### src/rtl/seg7_scan_driver.sv
// Two-digit multiplexed 7-segment driver.
// A BCD digit pair is accepted over a valid/ready handshake into a shadow
// register. The pair is copied into the display register only when the scan
// enters a guard interval, so a lit digit never changes mid-interval.
// Scan order: GUARD_O -> ONES -> GUARD_T -> TENS -> GUARD_O.
//
// Handshake: a transfer happens on a rising edge where din_valid && din_ready.
// din_ready is simply !pending. It drops on the cycle after a transfer and
// returns on the cycle after the pending pair is applied. Data offered while
// din_ready is low is ignored. din_valid may drop at any time.
module seg7_scan_driver #(
    parameter int SCAN_DIV        = 50000,
    parameter int GUARD           = 4,
    parameter bit SEG_ACTIVE_LOW  = 1'b1,
    parameter bit AN_ACTIVE_LOW   = 1'b1,
    parameter bit BLANK_LEAD_ZERO = 1'b1
) (
    input  logic       clk,
    input  logic       reset,
    input  logic       din_valid,
    input  logic [3:0] din_ones,
    input  logic [3:0] din_tens,
    output logic       din_ready,
    output logic [6:0] seg,
    output logic [1:0] an,
    output logic       digit_err
);

    // The divider is sized for the longer of the two interval lengths.
    // A width of at least one bit is kept so the vector stays legal when
    // both lengths are 1.
    localparam int MAX_LEN = (SCAN_DIV > GUARD) ? SCAN_DIV : GUARD;
    localparam int CW      = (MAX_LEN > 1) ? $clog2(MAX_LEN) : 1;

    localparam logic [CW-1:0] SCAN_LAST  = CW'(SCAN_DIV - 1);
    localparam logic [CW-1:0] GUARD_LAST = CW'(GUARD - 1);
    localparam logic [CW-1:0] DIV_ONE    = CW'(1);

    // The "all dark" output levels follow the configured polarities.
    // The same masks convert lit/enabled bits into pin levels.
    localparam logic [6:0] SEG_OFF = {7{SEG_ACTIVE_LOW}};
    localparam logic [1:0] AN_OFF  = {2{AN_ACTIVE_LOW}};

    typedef enum logic [1:0] {
        GUARD_O = 2'd0,
        ONES    = 2'd1,
        GUARD_T = 2'd2,
        TENS    = 2'd3
    } state_t;

    state_t        state;
    state_t        state_next;
    logic [CW-1:0] div;
    logic [CW-1:0] div_next;

    logic          pending;
    logic [3:0]    shadow_ones;
    logic [3:0]    shadow_tens;
    logic [3:0]    disp_ones;
    logic [3:0]    disp_tens;

    logic          enter_guard;
    logic          apply_now;
    logic          take_now;

    logic [6:0]    lit_next;
    logic [1:0]    an_on_next;
    logic [6:0]    seg_next;
    logic [1:0]    an_next;

    // Segment pattern for one nibble. Bit 0 is segment a and bit 6 is
    // segment g; a 1 means the segment is lit. Non-BCD nibbles show a
    // lone dash (segment g).
    function automatic logic [6:0] enc_lit(input logic [3:0] v);
        logic [6:0] r;
        case (v)
            4'd0:    r = 7'b0111111;
            4'd1:    r = 7'b0000110;
            4'd2:    r = 7'b1011011;
            4'd3:    r = 7'b1001111;
            4'd4:    r = 7'b1100110;
            4'd5:    r = 7'b1101101;
            4'd6:    r = 7'b1111101;
            4'd7:    r = 7'b0000111;
            4'd8:    r = 7'b1111111;
            4'd9:    r = 7'b1101111;
            default: r = 7'b1000000;
        endcase
        return r;
    endfunction

    // A nibble above 9 is not a BCD digit.
    function automatic logic is_bad(input logic [3:0] v);
        return (v > 4'd9);
    endfunction

    // Scan sequencing. One divider serves every interval: it counts from 0
    // to the interval length minus 1, then wraps to 0 as the state advances.
    always_comb begin
        state_next = state;
        div_next   = div + DIV_ONE;
        case (state)
            GUARD_O: begin
                if (div == GUARD_LAST) begin
                    state_next = ONES;
                    div_next   = '0;
                end
            end
            ONES: begin
                if (div == SCAN_LAST) begin
                    state_next = GUARD_T;
                    div_next   = '0;
                end
            end
            GUARD_T: begin
                if (div == GUARD_LAST) begin
                    state_next = TENS;
                    div_next   = '0;
                end
            end
            TENS: begin
                if (div == SCAN_LAST) begin
                    state_next = GUARD_O;
                    div_next   = '0;
                end
            end
            default: begin
                state_next = GUARD_O;
                div_next   = '0;
            end
        endcase
    end

    // Scan state and divider registers. Reset always restarts the scan at
    // the start of the ones guard.
    always_ff @(posedge clk or negedge reset) begin
        if (!reset) begin
            state <= GUARD_O;
            div   <= '0;
        end else begin
            state <= state_next;
            div   <= div_next;
        end
    end

    // Every interval is at least one cycle long, so the state changes only
    // on a wrap. The edge that enters either guard is the digit boundary.
    assign enter_guard = (state_next != state) &&
                         ((state_next == GUARD_O) || (state_next == GUARD_T));
    assign apply_now   = enter_guard && pending;
    assign take_now    = din_valid && !pending;
    assign din_ready   = !pending;

    // Capture into the shadow register and apply it at the next digit
    // boundary. Capture needs pending low and apply needs it high, so the
    // two never fall on the same edge.
    always_ff @(posedge clk or negedge reset) begin
        if (!reset) begin
            pending     <= 1'b0;
            shadow_ones <= 4'd0;
            shadow_tens <= 4'd0;
            disp_ones   <= 4'd0;
            disp_tens   <= 4'd0;
            digit_err   <= 1'b0;
        end else if (apply_now) begin
            disp_ones <= shadow_ones;
            disp_tens <= shadow_tens;
            pending   <= 1'b0;
            digit_err <= is_bad(shadow_ones) || is_bad(shadow_tens);
        end else if (take_now) begin
            shadow_ones <= din_ones;
            shadow_tens <= din_tens;
            pending     <= 1'b1;
        end
    end

    // Output values for the state being entered. Decoding from state_next
    // lets the registered pins change on the same edge as the state. The
    // display register does not change on entry to ONES or TENS, so it can
    // be read directly here.
    always_comb begin
        lit_next   = 7'd0;
        an_on_next = 2'b00;
        case (state_next)
            ONES: begin
                an_on_next = 2'b01;
                lit_next   = enc_lit(disp_ones);
            end
            TENS: begin
                // Only an exact zero is blanked. An invalid tens nibble
                // still shows its dash.
                if (!(BLANK_LEAD_ZERO && (disp_tens == 4'd0))) begin
                    an_on_next = 2'b10;
                    lit_next   = enc_lit(disp_tens);
                end
            end
            default: begin
                an_on_next = 2'b00;
                lit_next   = 7'd0;
            end
        endcase
        seg_next = lit_next ^ SEG_OFF;
        an_next  = an_on_next ^ AN_OFF;
    end

    // Segment and anode registers. All segments and anodes are dark while
    // reset is asserted.
    always_ff @(posedge clk or negedge reset) begin
        if (!reset) begin
            seg <= SEG_OFF;
            an  <= AN_OFF;
        end else begin
            seg <= seg_next;
            an  <= an_next;
        end
    end

endmodule
### config.mk
export PLATFORM = sky130hd
export DESIGN_NAME = seg7_scan_driver
export DESIGN_NICKNAME = d
export VERILOG_FILES = /design/src/rtl/seg7_scan_driver.sv
export SDC_FILE = /design/constraint.sdc
export NUM_CORES = 1
export LEC_CHECK = 0
export CORE_ASPECT_RATIO = 1.25
export CORE_MARGIN = 2
export CORE_UTILIZATION = 33
export CTS_BUF_LIST = sky130_fd_sc_hd__clkbuf_4 sky130_fd_sc_hd__clkbuf_8 sky130_fd_sc_hd__clkbuf_16
export DETAILED_ROUTE_END_ITERATION = 7
export GPL_ROUTABILITY_DRIVEN = 0
export GPL_TIMING_DRIVEN = 0
export PLACE_DENSITY = 0.5
export SYNTH_ARGS = -nofsm -noshare
export SYNTH_HDL_FRONTEND = slang
export SYNTH_SLANG_ARGS = --single-unit
### constraint.sdc
create_clock -name clk -period 2.2 [get_ports clk]
set_input_delay 0.44 -clock clk [delete_from_list [all_inputs] [get_ports clk]]
set_output_delay 0.44 -clock clk [all_outputs]
set_load 0.01 [all_outputs]
==> run_1/gates.png <==
The bar under the picture is 20 µm long.
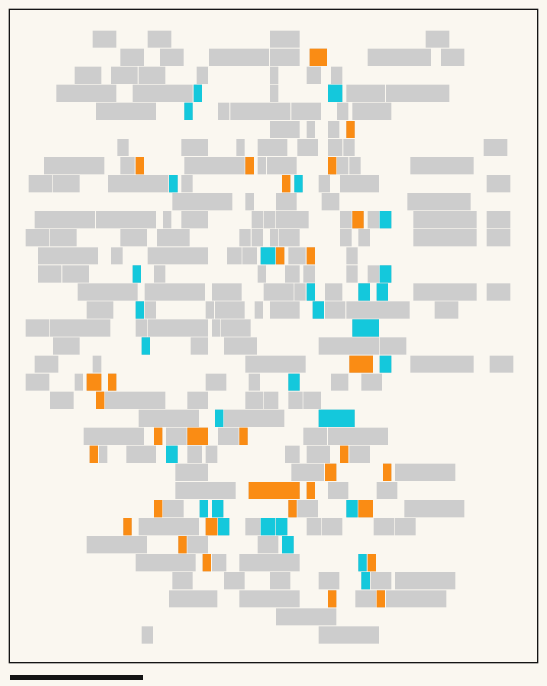
[nor cells] orange | cells: 32 | most used: nor2_1
[nand cells] cyan | cells: 30 | most used: nand3_1

==> run_1/util_map.png <==
The die is cut into 8 by 10 equal tiles; dark blue is low, red is high, 0 to 100% covered.
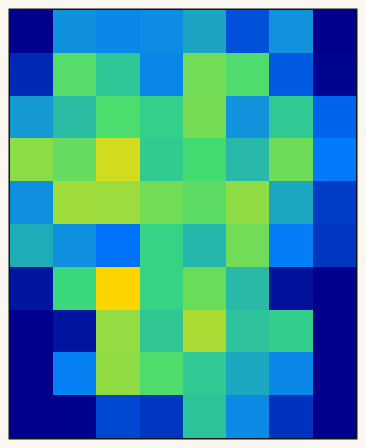
fullest tile: 76%
mean over tiles: 34%
nearly empty tiles: 14%
densest ninth of the die: centre

==> flow_summary.ini, run 1 <==
; implementation run metrics
[grt]
grt_max_degree = 36
antenna_found_initial = 0
grt_pass1_wl_mm = 7.82
grt-ovfl-total = 0
grt_usage_pct = 12.5
grt_pass1_vias = 1624

[clock_tree]
clockBufferDepth = 2
h-tree-depth = 2
clk_pin_slew_ps = 90
numCtsBuffers = 5
clockRootBuffer = clkbuf_8
post_cts_resized = 0
cts_sinks = 45
cts_hold_buf = 0
clkLatencyLatePin_ps = 310
cts_tree = done
cts_setup_buffers = 0

[die]
die-height_um = 98.2
die_area_um2 = 7800
die_w_um = 79.4
io_pins = 22
coreArea_um2 = 6930
row_count = 34

[detailed_routing]
wl_per_cell_um = 12.6
postRouteAntennaNets = 0
drtIter0Drc = 52
drt-pass1-iter-count = 4
remaining_drc_errors = 0
via_per_inst = 4.81
wirelength_mm = 4.33
vias = 1651

[power_and_ir_drop]
p_sw_share_pct = 23.9
internal-power_uw = 1110
finalPower_uw = 1460
leakagePower_uw = 0.00122
p_clk_share_pct = 37.5
p_per_area_nw_per_um2 = 525
comb_power_share_pct = 3.7
p_sw_uw = 349
ir_drop_mv = 0.393
seqPwrFrac_pct = 58.8

[hold_path]
worstHoldPathType = input port to asynchronous set/reset pin

[setup_path]
cp-end-kind = flip-flop
rr_worst_depth = 7
criticalPathCategory = flip-flop to flip-flop
critPathMaxFanout = 7
start_kind = flip-flop
crit_required_ps = 2410

[synth]
ys_seq_share_pct = 48.5
ys_sh_xor_pct = 5.23
ys_sh_mux_pct = 4.80
area_leaders = dfrtp_1, dfstp_2, ha_1, mux2_2, nor2_1
ys_top_logic_family = simple AND/OR/NAND/NOR gates
ys_async_sr_fraction_pct = 100
yosys_warnings = 0
ys_cells = 224
synth_nets = 247
fa_ha_area_share_pct = 6.40
ys_sh_simple_pct = 18.7
synthCells = 224
yosys_area_um2 = 2340
edf_count = 0
syn_avg_cell_area_um2 = 10.5
synthAoiAreaFrac_pct = 12.5
netlist_area_um2 = 2340
synth-main-ff-cell = dfrtp_1
synth_top_cell_by_area = dfrtp_1

[layout]
antennaDiodeCount = 0
nets = 275
drive_gt1_share_pct = 16.2
final_area_um2 = 2770
lay_top_cells = dfrtp_1, nor2_1, clkdlybuf4s50_1
areaGrowthSynthToFinish_pct = 18.3

[flow_run]
warnings = 35
cap_violations = 0

[sta]
rsz0062_at_grt = false
clock_skew_ps = 8.55
fmax_mhz = 510
min_period_ps = 1960
slew_viol_final = 0
hold_slack_ps = 1.06
maxSlewHeadroom_pct = 65.2
fin_crit_sh_pct = 89.1
setup_viol = 0

[placement]
place_ws_ps = 196
portBuffers = 21
placed_area_um2 = 2680

[status]
status = completed
==> run_1/clock_wires.png <==
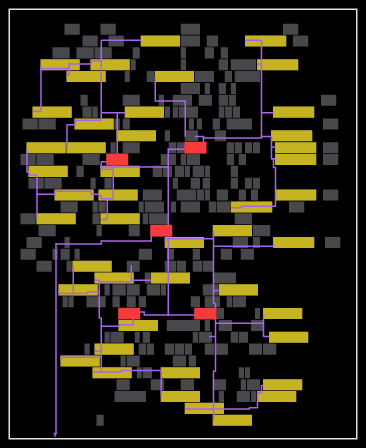
[clock wires] purple | length: 614 µm
[flip-flops] yellow | count: 45
[clock-net drivers] red | count: 5
routed clock nets: 6
flops lie: all over the die

==> run_1/layers.png <==
The bar under the picture is 20 µm long.
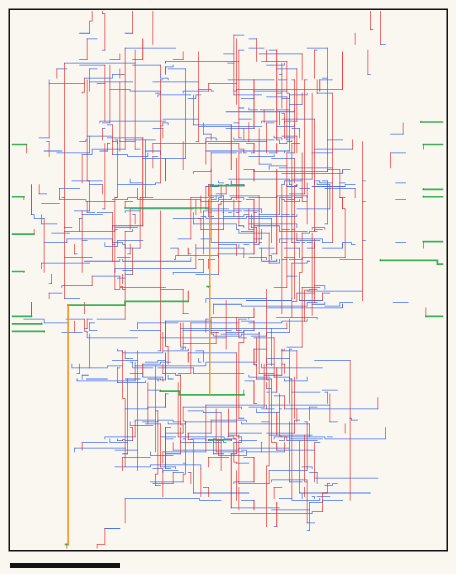
[M4] orange | wire length: 81.6 µm
[M1] blue | wire length: 2,170 µm
[M3] green | wire length: 122 µm
[M2] red | wire length: 1,960 µm

## run 1: routing by layer
metal | vias up | GRT usage, % | part of all wire, %
met5 | - | 0 | 0
met4 | 0 | 4.38 | 1.9
met3 | 6 | 2.31 | 2.8
met2 | 23 | 19.6 | 45
met1 | 778 | 17.3 | 50
li1 | 844 | - | -
## run 1: worst paths after layout
path / slack, ps / start / endpoint
max reg2reg: 240 / div[0]$_DFF_PN0_ / seg[0]$_DFF_PN1_
min reg2reg: 480 / div[0]$_DFF_PN0_ / div[0]$_DFF_PN0_
max: 240 / div[0]$_DFF_PN0_ / seg[0]$_DFF_PN1_
min in group clk: 480 / div[0]$_DFF_PN0_ / div[0]$_DFF_PN0_
max in group asynchronous: 1660 / reset / seg[1]$_DFF_PN1_
min: 1 / reset / div[13]$_DFF_PN0_
## run 1: Yosys cell counts, types with 3 or more instances
cell and number:
a21oi_1 6, a31oi_1 4, and3_1 6, and4_1 4, clkbuf_1 5, dfrtp_1 36, dfstp_2 9, ha_1 12
inv_1 11, mux2_2 8, nand2_1 12, nand3_1 13, nor2_1 23, nor3_1 3, o21ai_0 15, o21ai_1 7
o311ai_2 3, xnor2_1 5, xor2_1 9
## run 1: cells by family after synthesis
logic type	after synthesis
compound gates	45
xor+xnor	14
flops	45
simple gates	78
mux	10
buf+inv	20
fa+ha+maj	12
## run 1: critical path: stages, from the launching register on
cell and delay, ps:
dfrtp_1 410, ha_1 240, and3_1 180, buf_2 160, and3_1 190, a21boi_1 360
o21ai_0 220, o311ai_2 120
## run 1: sequential cells by signal, summed over array words and instances (netlist names)
register,flops
div,16
seg,7
disp_ones,4
disp_tens,4
shadow_ones,4
shadow_tens,4
an,2
state,2
digit_err,1
pending,1
## run 1: through the flow
stage	util, %	TNS [ps]	instances
3_3_place_gp	38.5	-22110	335
3_5_place_dp	38.7	0	336
4_1_cts	40.1	0	344
5_1_grt	40.0	0	343
2_1_floorplan	-	0	224
6_report	40.0	0	343
## run 1: area by class of cell
cell class | instances | area, µm²
well taps | 90 | 113
multi-input cells | 159 | 1120
flip-flops and latches | 45 | 1140
repair buffers | 22 | 225
fillers | 689 | 4160
clock inverters | 3 | 26.3
clock buffers | 5 | 68.8
plain buffers | 8 | 43.8
inverters | 11 | 41.3
## run 1: power groups by stage
stage               Combinational [µW]  Sequential (µW)  Clock [µW]
detailed placement                56.5              872           0
CTS                               56.6              856         569
floorplan                         17.1              868           0
global placement                  52.2              871           0
finish                            54.2              856         546
global route                      61.7              859         602
==> run_1/congestion_map.png <==
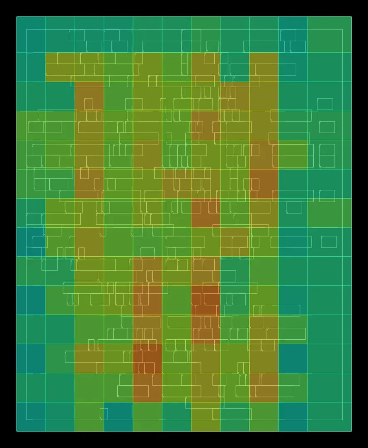

==> inputs of run 2 (changes only) <==
PLACE_DENSITY = 0.55   (was 0.5)
==> run_2/congestion_map.png <==
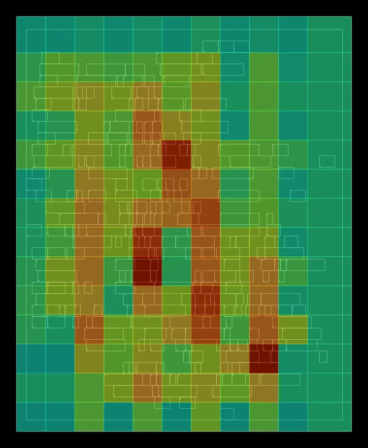
met2 Track Usage GR: 21.3%
WL per Instance: 12.7 µm
GR met3 Demand/Resource: 3.14%
Util after Layout: 40.4%
GR peak layer: met2

==> run 2 against run 1 <==
Register-to-register slack worse by 50 ps. Worst setup slack worse by 53 ps. Worst hold slack better by 37 ps. Critical path type unchanged. Count of clock-buffer cells in the layout rose by 2. Highest routed layer unchanged.
==> flow_summary.ini, run 2 <==
; implementation run metrics
[layout]
lay_top_cells = dfrtp_1, nor2_1, clkdlybuf4s50_1
reg_top3 = div (16), seg (7)
final_cells = 344
areaGrowthSynthToFinish_pct = 19.5
top_register = div
largest_reg_flops = 16
final_area_um2 = 2800
nets = 276
register_area_um2 = 1140
layout.filler_cells = 686
antennaDiodeCount = 0
comb_area_um2 = 1120
drive_gt1_share_pct = 16.1
lay_top_count = dfrtp_1

[synth]
synthMostInstantiatedCell = dfrtp_1
synth_top_cell_by_area = dfrtp_1
netlist_area_um2 = 2340
edf_count = 0
synth-main-ff-cell = dfrtp_1
syn_avg_cell_area_um2 = 10.5
yosys_warnings = 0
synth_cell_types = 45
synth_nets = 247
area_leaders = dfrtp_1, dfstp_2, ha_1, mux2_2, nor2_1
ys_seq_share_pct = 48.5
synthCells = 224
ys_cells = 224
ys_top_cells_by_count = dfrtp_1, nor2_1, o21ai_0
yosys_area_um2 = 2340
ys_async_sr_fraction_pct = 100

[grt]
grt-ovfl-total = 0
grt_pass1_wl_mm = 7.87
grt_max_degree = 31
grt_usage_pct = 12.6
grt_pass1_vias = 1718
antenna_found_initial = 0

[sta]
rsz0062_at_grt = false
worst_slew_pin_slew_ps = 500
min_period_ps = 2010
fmax_mhz = 497
clock_skew_ps = 13.7
maxSlewHeadroom_pct = 66.4
hold_violations = 0
timing.setup.tns_ps = 0
setup_viol = 0
slew_viol_final = 0
fin_crit_sh_pct = 91.5

[placement]
dp.cells = 336
placed_area_um2 = 2680
portBuffers = 21
dpl.hpwl_mm = 3.33

[detailed_routing]
postRouteAntennaNets = 0
wl_met2_mm = 2.16
top_layer_used = met4
vias = 1682
wirelength_mm = 4.35
remaining_drc_errors = 0
wl_met1_mm = 1.93
drt-pass1-iter-count = 4
drtIter0Drc = 53
wl_met3_um = 158
via_per_inst = 4.89

[die]
die_area_um2 = 7800
die-height_um = 98.2
coreArea_um2 = 6930
fp_util_pct = 33.8
die_w_um = 79.4
row_count = 34
io_pins = 22

[clock_tree]
numCtsBuffers = 5
cts_hold_buf = 0
cts_tree = done
h-tree-depth = 2
cts_setup_buffers = 0
cts_sinks = 45
clkLatencyLatePin_ps = 300
post_cts_resized = 0
clockBufferDepth = 2
clockRootBuffer = clkbuf_8
clk_pin_slew_ps = 80

[setup_path]
crit_required_ps = 2370
criticalPathCategory = flip-flop to flip-flop
rr_worst_depth = 7
regToRegSetupSlack_ps = 190
start_kind = flip-flop
cp-end-kind = flip-flop
r2r-start = div[0]$_DFF_PN0_
reg2reg_to = div[2]$_DFF_PN0_
critPathMaxFanout = 10

[power_and_ir_drop]
leakagePower_uw = 0.00123
ir_drop_mv = 0.222
p_per_area_nw_per_um2 = 557

[flow_run]
warnings = 35
cap_violations = 0

[status]
status = completed

[hold_path]
worstHoldPathType = input port to asynchronous set/reset pin
==> run_2/gates.png <==
The bar under the picture is 20 µm long.
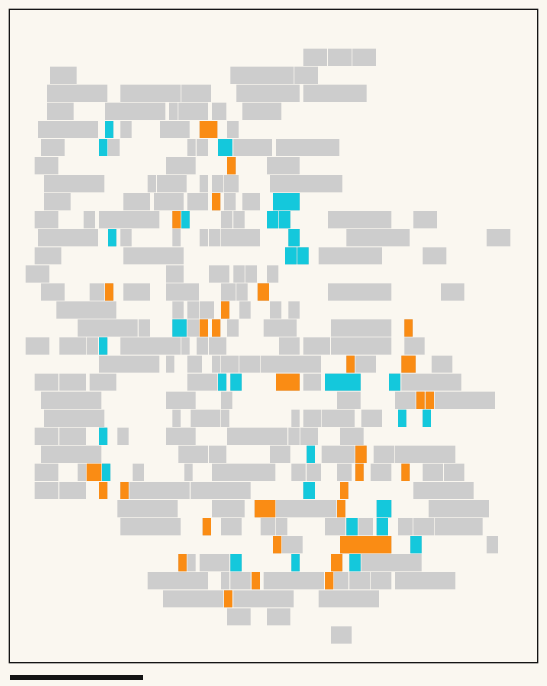
[nand cells] cyan | cells: 30 | most used: nand3_1
[nor cells] orange | cells: 32 | most used: nor2_1

## run 2: cell counts after synthesis
Identical to the previous run, type by type.
## run 2: cell families after synthesis
logic type	synth area share, %
muxes	4.80
buffers and inverters	3.79
adders and majority gates	6.40
xor gates and xnor gates	5.23
and+or+nand+nor	18.7
AOI/OAI and AO/OA	12.5
DFF	48.5
## run 2: layout make-up
class / count / share of cell area, %
plain buffers: 9 / 1.70
clock buffers: 7 / 3.21
clock inverters: 1 / 1.07
inverters: 11 / 1.47
multi-input cells: 159 / 39.9
flip-flops and latches: 45 / 40.6
well taps: 90 / 4.02
repair buffers: 22 / 8.04
## run 2: worst max-delay path by stage
stage | depth (start not counted) | slack (ps) | end | start
floorplan | 7 | 400 | disp_ones[2]$_DFFE_PN0P_ | div[0]$_DFF_PN0_
global placement | 1 | -620 | disp_ones[0]$_DFFE_PN0P_ | reset
detailed placement | 7 | 200 | div[9]$_DFF_PN0_ | div[0]$_DFF_PN0_
CTS | 7 | 170 | seg[4]$_DFF_PN1_ | div[0]$_DFF_PN0_
global route | 7 | 20 | div[2]$_DFF_PN0_ | div[0]$_DFF_PN0_
finish | 7 | 190 | div[2]$_DFF_PN0_ | div[0]$_DFF_PN0_
## run 2: routing by layer
layer  GRT usage [%]  up-vias
met5               0        -
met4            5.84        0
met3            3.14       12
met2            21.3       27
met1            15.1      801
li1                -      842
## run 2: worst max-delay path, stage by stage, from the launching register on
cell and delay, ps:
dfrtp_1 370, ha_1 200, nor4b_1 290, and3_1 200, and4b_1 220, a21o_1 90, clkbuf_1 400, nor2_1 100
## run 2: through the flow
stage | setup WS, ps | power (µW) | hold WS [ps]
6_report | 187 | 1560 | 37.8
2_1_floorplan | 398 | 885 | 144
4_1_cts | 173 | 1590 | 46.9
3_5_place_dp | 200 | 928 | 378
5_1_grt | 21.5 | 1630 | 57.1
3_3_place_gp | -618 | 923 | 454
## run 2: where the power goes
group	switching (µW)	internal, µW
sequential	11.0	844
combinational	22.4	31.4
clock	269	383
total	303	1260
==> run_2/util_map.png <==
The die is cut into 8 by 10 equal tiles; dark blue is low, red is high, 0 to 100% covered.
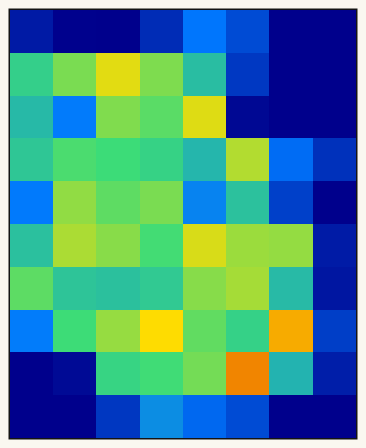

==> inputs of run 3 (changes only) <==
CORE_UTILIZATION = 57   (was 33)
PLACE_DENSITY = 0.83   (was 0.55)
==> run_3/util_map.png <==
The die is cut into 6 by 8 equal tiles; dark blue is low, red is high, 0 to 100% covered.
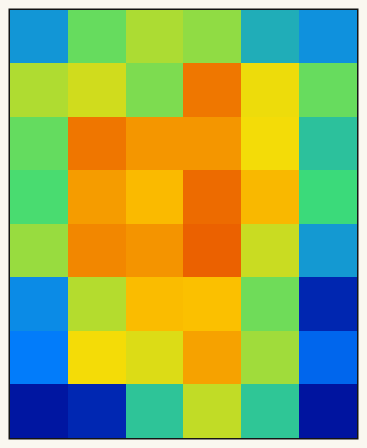
mean over tiles: 58%
densest ninth of the die: centre
fullest tile: 89%

==> run 3 against run 2 <==
Count of clock-buffer cells in the layout stayed put. First-iteration DRC count is 21% lower. Area after synthesis stayed put. Worst setup slack better by 12 ps. Cell count is 9.9% lower. Synthesized cell count stayed put.
==> flow_summary.ini, run 3 <==
; implementation run metrics
[layout]
nets = 276
final_cells = 310
antennaDiodeCount = 0
drive_gt1_share_pct = 16.1
areaGrowthSynthToFinish_pct = 18.0
largest_reg_flops = 16
reg_top3 = div (16), seg (7)
top_register = div
lay_top_cells = dfrtp_1, nor2_1, clkdlybuf4s50_1

[synth]
ys_async_sr_fraction_pct = 100
edf_count = 0
synth_cell_types = 45
synthAoiAreaFrac_pct = 12.5
synth_nets = 247
synth-main-ff-cell = dfrtp_1
fa_ha_area_share_pct = 6.40
synthMostInstantiatedCell = dfrtp_1
area_leaders = dfrtp_1, dfstp_2, ha_1, mux2_2, nor2_1
netlist_area_um2 = 2340
synthCells = 224
syn_avg_cell_area_um2 = 10.5
yosys_area_um2 = 2340
synth_top_cell_by_area = dfrtp_1
ys_sh_simple_pct = 18.7
ys_top_logic_family = simple AND/OR/NAND/NOR gates
ys_seq_share_pct = 48.5

[setup_path]
cp-end-kind = flip-flop
start_kind = flip-flop
rr_worst_depth = 7
max_stage_delay_ps = 400
criticalPathCategory = flip-flop to flip-flop
path_depth = 7
cp_top_family = AND-OR/OR-AND gates
crit_required_ps = 2400

[flow_run]
warnings = 35
cap_violations = 0

[clock_tree]
cts_setup_buffers = 0
clockBufferDepth = 2
clockRootBuffer = clkbuf_8
cts_tree = done
h-tree-depth = 2
clkLatencyLatePin_ps = 300
cts_sinks = 45
numCtsBuffers = 5
post_cts_resized = 0

[detailed_routing]
via_per_inst = 5.50
drt-pass1-iter-count = 4
wirelength_mm = 4.08

[die]
die-height_um = 75.7
row_count = 26
fp_util_pct = 58.1
die_area_um2 = 4650
die_w_um = 61.4

[grt]
grt-ovfl-total = 0
busiest_layer = met2
gr-usage-met1_pct = 27.4
grt_max_degree = 25
grt_pass1_wl_mm = 6.91

[placement]
dpl.hpwl_mm = 2.99
place_ws_ps = 224
dp.cells = 302
portBuffers = 21

[power_and_ir_drop]
p_per_area_nw_per_um2 = 565

[sta]
clock_skew_ps = 8.33
maxSlewHeadroom_pct = 65.6
setup_viol = 0
fmax_mhz = 500
rsz0062_at_grt = false
min_period_ps = 2000

[status]
status = completed
==> run_3/gates.png <==
The bar under the picture is 20 µm long.
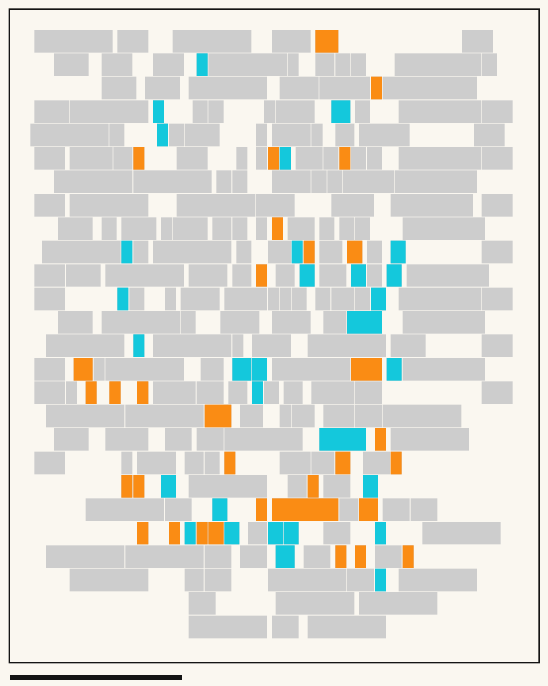
[nor cells] orange | cells: 32 | most used: nor2_1
[nand cells] cyan | cells: 30 | most used: nand3_1

## run 3: power by group
group	total (µW)	internal [µW]	switching [µW]
clock	651	383	268
combinational	55.8	32.8	23.0
sequential	856	844	11.4
total	1560	1260	303
## run 3: cell type report
type,count,area [µm²]
Tap cell,56,70.1
Inverter,11,41.3
Fill cell,337,1270
Multi-Input combinational cell,159,1120
Clock buffer,7,90.1
Sequential cell,45,1140
Timing Repair Buffer,22,233
Clock inverter,1,30.0
Buffer,9,47.5
## run 3: path summary, 6_finish.rpt
kind                       slack (ps)                end              from
max in group asynchronous        1530   seg[0]$_DFF_PN1_             reset
min in group clk                  480   div[0]$_DFF_PN0_  div[0]$_DFF_PN0_
hold reg to reg                   480   div[0]$_DFF_PN0_  div[0]$_DFF_PN0_
setup / recovery                  200   seg[0]$_DFF_PN1_  div[0]$_DFF_PN0_
setup reg to reg                  200   seg[0]$_DFF_PN1_  div[0]$_DFF_PN0_
hold / removal                    110  div[15]$_DFF_PN0_             reset
## run 3: per-layer routing
| layer | share of wire (%) | vias up |
|---|---|---|
| met2 | 49 | 45 |
| met1 | 46 | 814 |
| met5 | 0 | - |
| met3 | 3.9 | 2 |
| met4 | 0.47 | 0 |
| li1 | - | 843 |
## run 3: through the flow
step / util (%) / hold WS (ps) / instance area, µm² / total power, µW / setup TNS (ps)
2_1_floorplan: - / 144 / 2340 / 885 / 0
3_5_place_dp: 65.6 / 440 / 2650 / 930 / 0
5_1_grt: 68.6 / 139 / 2770 / 1620 / 0
6_report: 68.6 / 107 / 2770 / 1560 / 0
4_1_cts: 68.6 / 116 / 2770 / 1580 / 0
3_3_place_gp: 65.1 / 446 / 2630 / 921 / -15060
## run 3: logic make-up (layout without fill, tap and decap cells)
group | count (synthesis) | count (layout)
simple gates | 78 | 78
compound gates | 45 | 45
flops | 45 | 45
buf+inv | 20 | 50
xor+xnor | 14 | 14
fa+ha+maj | 12 | 12
mux | 10 | 10
Power is estimated from default activity; no workload was simulated.
